Design uart_rx_fifo, sky130hd; sources not shown.
m3.png
Scale bar: 50 µm. Cells faint in the background.
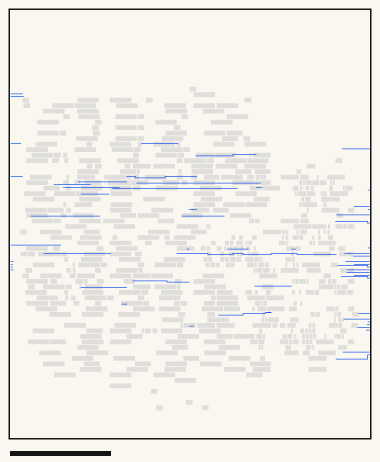
longest straight run: 61.6 µm
share of all routed wire: 4.2%
nets with wire on the layer: 45
Post-Route WL: 20.3 mm
routed vias: 4648
met3 Usage GRT: 0.0248

closeup.png
Scale bar: 10 µm. Window x 114 to 154, y 33 to 73 µm. Cells in grey, sequential cells in the stronger grey; small squares are vias.
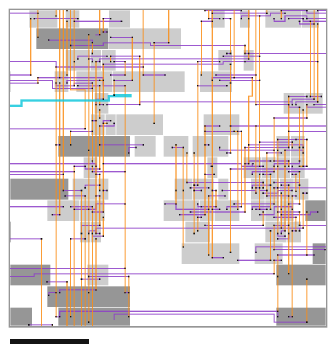
legend:
  purple:
    layer: M1
  cyan:
    layer: M3
  orange:
    layer: M2
cells with their middle in the window: 67
most frequent: a21oi_1 (8), nand3_1 (6)
sequential cells in the window: 7

gates.png
Scale bar: 50 µm.
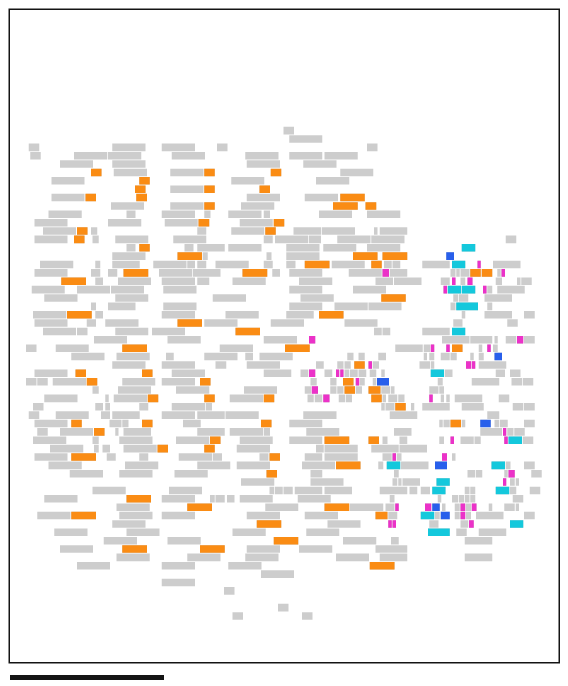
legend:
  magenta:
    family: nor cells
    cells: 37
  orange:
    family: mux cells
    cells: 74
  cyan:
    family: fa/ha/maj cells
    cells: 16
  blue:
    family: non-inverting ao/oa cells
    cells: 7
Commonest Layout Cell: edfxtp_1
fin cells: 1028
logic share of the area: 0.250

m1.png
Scale bar: 50 µm. Supply wires on this layer in grey.
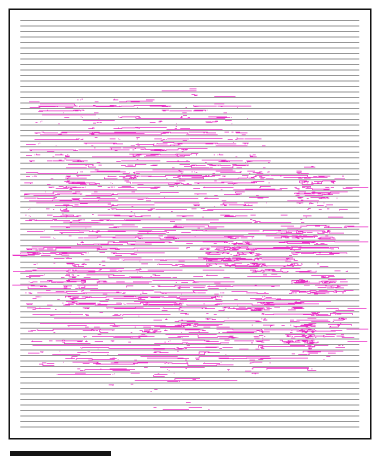
share of all routed wire: 45%
wire length on this layer: 9090 µm
met1 GRT Util: 0.147

congestion_map.png
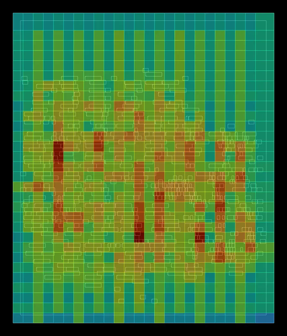
DR WL/cell: 19.8 µm
grt met2 use: 0.193
Final Util: 0.297

==> reports/qor.txt <==
Post-Place Setup Slack -> 2.92 ns
Routed length on met3 -> 851 µm
Worst hold slack -> 0.532 ns
FF+latch count, synth -> 197
Slew margin rel. -> 0.372
Wire length on met1 -> 9.09 mm
Seq. pwr -> 1.13 mW
Yosys Instances -> 515
Worst r2r path cells -> 13
Synth mux share -> 0.129
Clock-cell share -> 0.0625
Class of the worst hold path -> flip-flop to flip-flop
Num CTS Buffers -> 17
Mapped Cells -> 515
CP Buf/Inv Count -> 2
# Taps -> 456
CP required -> 6.54 ns
Stage-log warning count -> 27
Main area contributors -> edfxtp_1, mux4_2, dfrtp_1
R2r setup slk -> 3.72 ns
Switch Pwr -> 594 µW
Final Hold Viols -> 0
Worst-path maximum fanout -> 37
Crit path largest cell delay -> 0.73 ns
# hold bufs at CTS -> 0
CTS max path bufs -> 2
Clock network power share -> 0.383
Fraction of area in registers -> 0.578
Syn_nets -> 551
Sw Ratio -> 0.262
Most area-hungry cell type in the Yosys netlist -> edfxtp_1
Worst EP arrival -> 3.76 ns
DP Area -> 9430 µm²
Clock network power -> 868 µW
Share of layout cells above drive strength 1 -> 0.143
Yosys warnings -> 0
Hpwl dp -> 12.7 mm
Die span in x -> 178 µm
MI comb cells -> 280
Gr usage total -> 0.116
Top pwr grp -> registers
Placed cells -> 996
Vias/cell -> 4.52
Synth unique cells -> 48
Signal buffers -> 51
Critical path depth in cells -> 6
Endpoint type of the worst setup path -> output port
Final nets -> 595
Post-layout period usage -> 0.659
Pwr dens -> 225 nW/µm²
WHS Path Cells -> 1
Crit start category -> flip-flop
Simple-gate share of the synthesized area -> 0.0577
Fin worst setup slack -> 2.79 ns
Dominant combinational family -> multiplexers
Outcome -> finished, final reports clean
Clock Skew -> 0.0105 ns
Data buffer area share -> 0.0480
Adder Area Share -> 0.0253
Ys flop type -> edfxtp_1
Max reg flops -> 176
Port buffer count -> 40
Post-DRT Antenna Nets -> 0
Clock tree root buffer cell -> clkbuf_16
Post-synth EDFFs -> 176
Tot Pwr -> 2.27 mW
Core Region -> 33800 µm²
Gr busiest metal -> met2
Flop area -> 5810 µm²
# fillers -> 3345
RSZ-0062 raised after global routing -> no
Die Y -> 212 µm
Comb gate area -> 2510 µm²
Cell family contributing the most delay on the critical path -> buffers and inverters
Clock buf count -> 17
Final std cell area, no fill -> 10100 µm²
cells in the final DEF (no fill, tap or decap), types with 2 or more instances in the layout:
cell,instances
nand3b_1,2
xor2_1,4
xnor2_1,8
nand2b_1,7
or2b_1,2
nor3_1,7
mux2_2,2
clkdlybuf4s50_1,40
or2_0,2
buf_4,11
o22ai_1,8
edfxtp_1,176
a21oi_1,18
and2_1,9
a211oi_1,12
inv_1,10
inv_6,2
o21ai_0,14
a21o_1,2
nor2b_1,8
o221ai_1,8
mux2i_1,44
a211oi_4,2
o32ai_1,11
and3_1,2
clkbuf_16,17
nand2_1,16
clkinv_1,2
inv_8,4
nor2_1,22
clkinv_8,5
mux4_2,28
fa_1,2
nand3_1,9
ha_1,14
or3_1,5
dfrtp_1,20
Power is estimated from default activity; no workload was simulated.
